[config.mk]
export PLATFORM = sky130hd
export DESIGN_NAME = uart_cmd_sequencer
export DESIGN_NICKNAME = d
export VERILOG_FILES = /design/src/rtl/uart_pkg.sv /design/src/rtl/uart_gap_timer.sv /design/src/rtl/uart_cmd_sequencer.sv
export SDC_FILE = /design/constraint.sdc
export NUM_CORES = 1
export LEC_CHECK = 0
export CORE_MARGIN = 2
export CORE_UTILIZATION = 40
export DETAILED_ROUTE_END_ITERATION = 6
export GPL_TIMING_DRIVEN = 0
export SLEW_MARGIN = 30
export SYNTH_ARGS = -nofsm -noshare
export SYNTH_HDL_FRONTEND = slang
export SYNTH_SLANG_ARGS = --single-unit
[constraint.sdc]
create_clock -name i_clock -period 2.2 [get_ports i_clock]
set_input_delay 0.33 -clock i_clock [delete_from_list [all_inputs] [get_ports i_clock]]
set_output_delay 0.33 -clock i_clock [all_outputs]
set_load 0.05 [all_outputs]
[src/rtl/uart_pkg.sv]
// Shared definitions for the UART command path: byte/opcode widths and sequencer states.
package uart_pkg;
  localparam int NB_DATA_DEF = 8;
  localparam int NB_OP_DEF   = 6;

  typedef enum logic [2:0] {
    ST_IDLE     = 3'd0,
    ST_GET_OPND = 3'd1,
    ST_GET_OP   = 3'd2,
    ST_FIRE     = 3'd3,
    ST_WAIT_TX  = 3'd4
  } state_t;
endpackage

[src/rtl/uart_gap_timer.sv]
// Inter-byte gap counter; o_expired flags the terminal count while counting is enabled.
module uart_gap_timer #(
  parameter int NB_TIMEOUT     = 16,
  parameter int TIMEOUT_CYCLES = 50000
) (
  input  logic i_clock,
  input  logic i_reset,
  input  logic i_clear,
  input  logic i_enable,
  output logic o_expired
);
  localparam logic [NB_TIMEOUT-1:0] LAST_CNT = NB_TIMEOUT'(TIMEOUT_CYCLES - 1);

  logic [NB_TIMEOUT-1:0] cnt_q, cnt_d;

  assign o_expired = i_enable && (cnt_q == LAST_CNT);

  // Holds at the terminal count so a stalled enable can never wrap.
  always_comb begin
    cnt_d = cnt_q;
    if (i_clear)                       cnt_d = '0;
    else if (i_enable && !o_expired)   cnt_d = cnt_q + 1'b1;
  end

  always_ff @(posedge i_clock) begin
    if (!i_reset) cnt_q <= '0;
    else          cnt_q <= cnt_d;
  end
endmodule

[src/rtl/uart_cmd_sequencer.sv]
// Assembles N_OPERANDS operand bytes plus an opcode byte, commits them atomically,
// requests transmission and blocks until the result transmitter reports done.
module uart_cmd_sequencer
  import uart_pkg::*;
#(
  parameter int NB_DATA        = NB_DATA_DEF,
  parameter int NB_OP          = NB_OP_DEF,
  parameter int N_OPERANDS     = 2,
  parameter int NB_TIMEOUT     = 16,
  parameter int TIMEOUT_CYCLES = 50000
) (
  input  logic                          i_clock,
  input  logic                          i_reset,
  input  logic                          i_valid,
  input  logic [NB_DATA-1:0]            i_data,
  input  logic                          i_tx_done,
  output logic [N_OPERANDS*NB_DATA-1:0] o_operands,
  output logic [NB_OP-1:0]              o_operation,
  output logic                          o_transmit,
  output logic                          o_busy,
  output logic                          o_timeout_err,
  output logic                          o_op_err,
  output logic                          o_drop
);
  localparam int                NB_IDX   = (N_OPERANDS > 1) ? $clog2(N_OPERANDS) : 1;
  localparam logic [NB_IDX-1:0] LAST_IDX = NB_IDX'(N_OPERANDS - 1);

  state_t                          state_q, state_d;
  logic [NB_IDX-1:0]               idx_q, idx_d;
  logic [N_OPERANDS*NB_DATA-1:0]   shadow_q, shadow_d;
  logic [N_OPERANDS*NB_DATA-1:0]   opnds_q, opnds_d;
  logic [NB_OP-1:0]                op_q, op_d;
  logic                            tout_q, tout_d;
  logic                            op_err_q, op_err_d;
  logic                            drop_q, drop_d;
  logic                            gap_clear, gap_enable, gap_expired;

  assign gap_enable = (state_q == ST_GET_OPND) || (state_q == ST_GET_OP);
  assign gap_clear  = i_valid || !gap_enable;

  uart_gap_timer #(
    .NB_TIMEOUT    (NB_TIMEOUT),
    .TIMEOUT_CYCLES(TIMEOUT_CYCLES)
  ) u_gap_timer (
    .i_clock  (i_clock),
    .i_reset  (i_reset),
    .i_clear  (gap_clear),
    .i_enable (gap_enable),
    .o_expired(gap_expired)
  );

  always_comb begin
    state_d  = state_q;
    idx_d    = idx_q;
    shadow_d = shadow_q;
    opnds_d  = opnds_q;
    op_d     = op_q;
    tout_d   = 1'b0;
    op_err_d = 1'b0;
    drop_d   = 1'b0;
    case (state_q)
      ST_IDLE: begin
        if (i_valid) begin
          shadow_d[0 +: NB_DATA] = i_data;
          if (N_OPERANDS == 1) begin
            state_d = ST_GET_OP;
          end else begin
            idx_d   = NB_IDX'(1);
            state_d = ST_GET_OPND;
          end
        end
      end
      ST_GET_OPND: begin
        if (i_valid) begin
          shadow_d[idx_q*NB_DATA +: NB_DATA] = i_data;
          if (idx_q == LAST_IDX) begin
            idx_d   = '0;
            state_d = ST_GET_OP;
          end else begin
            idx_d = idx_q + 1'b1;
          end
        end else if (gap_expired) begin
          idx_d   = '0;
          tout_d  = 1'b1;
          state_d = ST_IDLE;
        end
      end
      ST_GET_OP: begin
        // A byte arriving on the terminal count wins over the timeout.
        if (i_valid) begin
          if (|i_data[NB_DATA-1:NB_OP]) begin
            op_err_d = 1'b1;
            state_d  = ST_IDLE;
          end else begin
            opnds_d = shadow_q;
            op_d    = i_data[NB_OP-1:0];
            state_d = ST_FIRE;
          end
        end else if (gap_expired) begin
          tout_d  = 1'b1;
          state_d = ST_IDLE;
        end
      end
      ST_FIRE: begin
        drop_d  = i_valid;
        state_d = ST_WAIT_TX;
      end
      ST_WAIT_TX: begin
        drop_d = i_valid;
        if (i_tx_done) state_d = ST_IDLE;
      end
      default: state_d = ST_IDLE;
    endcase
  end

  always_ff @(posedge i_clock) begin
    if (!i_reset) begin
      state_q  <= ST_IDLE;
      idx_q    <= '0;
      shadow_q <= '0;
      opnds_q  <= '0;
      op_q     <= '0;
      tout_q   <= 1'b0;
      op_err_q <= 1'b0;
      drop_q   <= 1'b0;
    end else begin
      state_q  <= state_d;
      idx_q    <= idx_d;
      shadow_q <= shadow_d;
      opnds_q  <= opnds_d;
      op_q     <= op_d;
      tout_q   <= tout_d;
      op_err_q <= op_err_d;
      drop_q   <= drop_d;
    end
  end

  assign o_operands    = opnds_q;
  assign o_operation   = op_q;
  assign o_transmit    = (state_q == ST_FIRE);
  assign o_busy        = (state_q == ST_FIRE) || (state_q == ST_WAIT_TX);
  assign o_timeout_err = tout_q;
  assign o_op_err      = op_err_q;
  assign o_drop        = drop_q;
endmodule

==> impl_metrics.env <==
# implementation run metrics
export IMPL_outcome="completed"
export IMPL_clock_sinks=61
export IMPL_yosys_area_um2=2562
export IMPL_top_cells_by_area="dfxtp_1 (48%), nand2_1 (7.5%), a21boi_1 (6.4%)"
export IMPL_top_cell="dfxtp_1"
export IMPL_first_pass_iters=4
export IMPL_ys_sh_adder=0.004883
export IMPL_fp_util=0.4082
export IMPL_pwr_share_comb=0.062
export IMPL_netlist_logic_family_top="simple AND/OR/NAND/NOR gates"
export IMPL_grt_pass1_wl_um=10270
export IMPL_internal_power_mw=1.737
export IMPL_vias=2156
export IMPL_timing_final_crit_share=0.9336
export IMPL_synth_cells_most_frequent="dfxtp_1 (61), nand2_1 (51), a21boi_1 (22)"
export IMPL_max_stage_delay_ps=610
export IMPL_synth_async_reset_ratio=0
export IMPL_startpoint="u_gap_timer.cnt_q[0]"
export IMPL_grt_pass1_vias=2105
export IMPL_drtAntennaViolNets=0
export IMPL_postPlaceCellArea_um2=3024
export IMPL_p_seq_mw=1.13
export IMPL_post_place_ws_ps=65.13
export IMPL_timing_max_slew_rel_slack=0.5538
export IMPL_syn2layout_area_growth_pct=25.83
export IMPL_overflow=0
export IMPL_globalplace_congestion=0.7930
export IMPL_use_met2=0.3001
export IMPL_via_per_inst=5.208
export IMPL_grt_start_max_net_pins=11
export IMPL_nNetsFinal=345
export IMPL_crit_buf_inv=0
export IMPL_layout_top_cell="dfxtp_1"
export IMPL_buffers_excl_clock=54
export IMPL_die_h_um=84.04
export IMPL_cts_tree="yes"
export IMPL_required_ps=2450
export IMPL_clock_cell_area_share=0.05976
export IMPL_pg_comb_mw=0.139
export IMPL_top_area_cell="dfxtp_1"
export IMPL_die_area_um2=7063
export IMPL_routed_wl_um=5913
export IMPL_synth_warnings=0
export IMPL_mux_share=0.06250
export IMPL_min_from="i_reset"
export IMPL_reg2reg_depth=5
export IMPL_top_layer="met4"
export IMPL_postCtsHoldBufs=0
export IMPL_seq_area_frac=0.3787
export IMPL_cts_root_buf="clkbuf_8"
export IMPL_finalNonFillerCells=414
export IMPL_p_sw_frac=0.2298
export IMPL_post_cts_buffers=0
export IMPL_drc=0
export IMPL_min_to="o_drop"
export IMPL_largest_class="combinational gates"
export IMPL_final_max_slew_viol_count=0
export IMPL_mostFrequentLayoutCells="dfxtp_1 (61), nand2_1 (51), clkdlybuf4s50_1 (34)"
export IMPL_numCtsBuffers=9
export IMPL_synth_yosys_seq_area_share=0.4766
export IMPL_seqCellArea_um2=1221
export IMPL_p_sw_mw=0.5182
export IMPL_worst_pin_slew_ps=669.3
export IMPL_pin_count=39
export IMPL_crit_cells=5
export IMPL_r2r_start="u_gap_timer.cnt_q[0]"
export IMPL_p_seq_frac=0.503
export IMPL_fin_hold_ws_ps=415.2
export IMPL_logic_gates=202
export IMPL_top_power_group="sequential cells"
export IMPL_timing_final_hold_violations=0
export IMPL_p_leak_nw=1.046
export IMPL_logic_area_um2=1260
export IMPL_drive_gt1_frac=0.05935
export IMPL_setup_tns_ps=0
export IMPL_bufAreaShareNonClock=0.1362
export IMPL_drtIter0Drc=71
export IMPL_m1WireLength_um=2736
export IMPL_htree_num_levels=3
export IMPL_crit_chain="ha_1 -> nand3_1 -> or4_1 -> or3_1 -> a21oi_1"
export IMPL_compound_area_frac=0.1484
export IMPL_antennaDiodeCount=0
export IMPL_setup_violations=0
placement_by_type.png
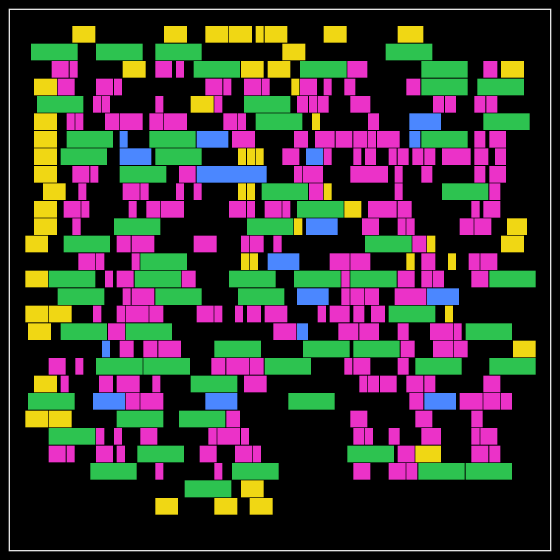
| color | class | cells |
|---|---|---|
| green | flops | 61 |
| blue | clock drivers and dummy loads | 16 |
| yellow | other buffers and delay cells | 54 |
| magenta | combinational and other logic | 206 |

wires.png
Bar = 20 µm.
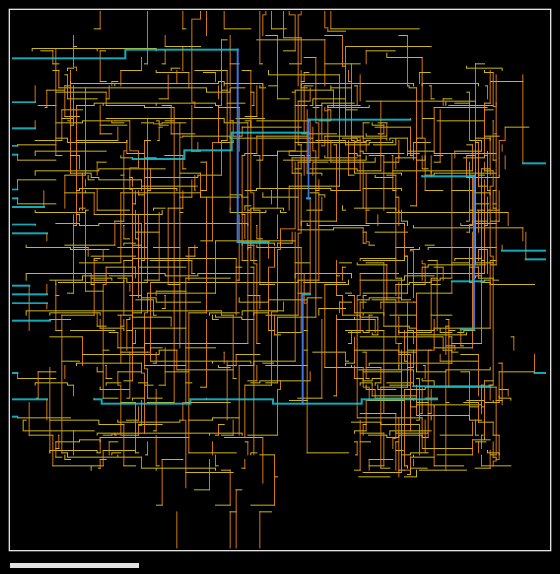
| color | layer | wire length |
|---|---|---|
| yellow | metal 1 | 2,740 µm |
| blue | metal 4 | 83.0 µm |
| orange | metal 2 | 2,860 µm |
| cyan | metal 3 | 237 µm |

clk_routes.png
Bar = 20 µm.
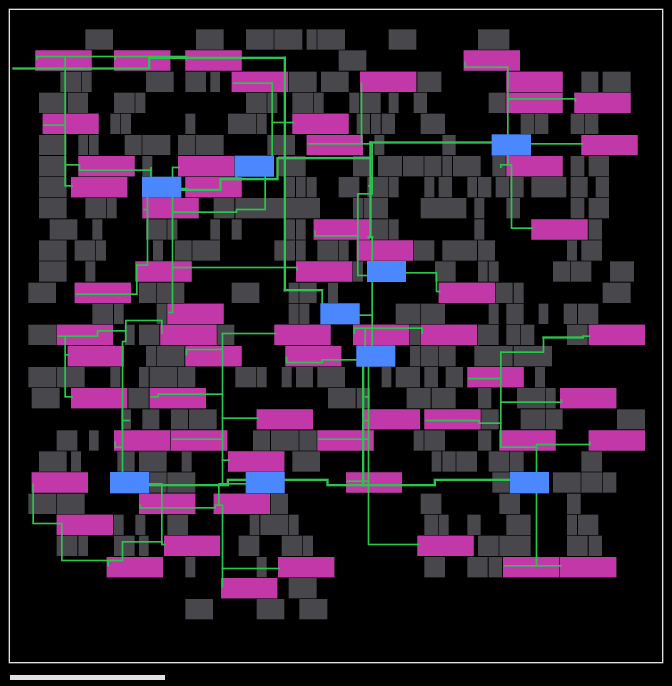
[green] clock wires | length: 833 µm
[magenta] flip-flops | count: 61
[blue] clock drivers | count: 9
flops lie: widely spread
routed clock nets: 10
post-route clock skew: 9.091 ps
Clk. pwr: 0.982 mW
Clock power frac: 0.436
Latency at later pin: 330 ps

power_grid.png
Pins as bars on the die edge. Tap cells in gray.
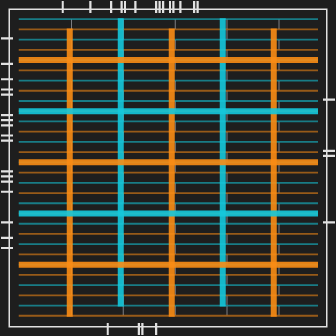
| color | net |
|---|---|
| cyan | VDD |
| orange | VSS |
rows: 29
met4 straps: 5

congestion.png
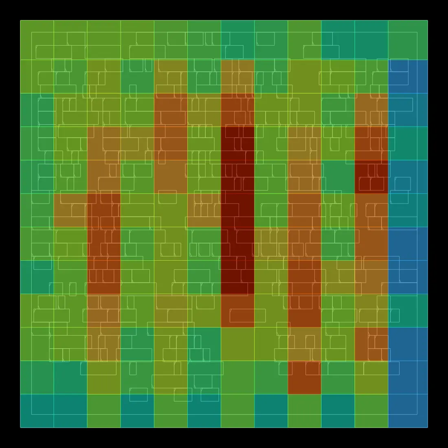
Total GRT Usage: 0.1828
met1 usage: 0.2256
met3 usage: 0.06034
grt peak-use layer: met2

Power and IR drop assume default switching activity.
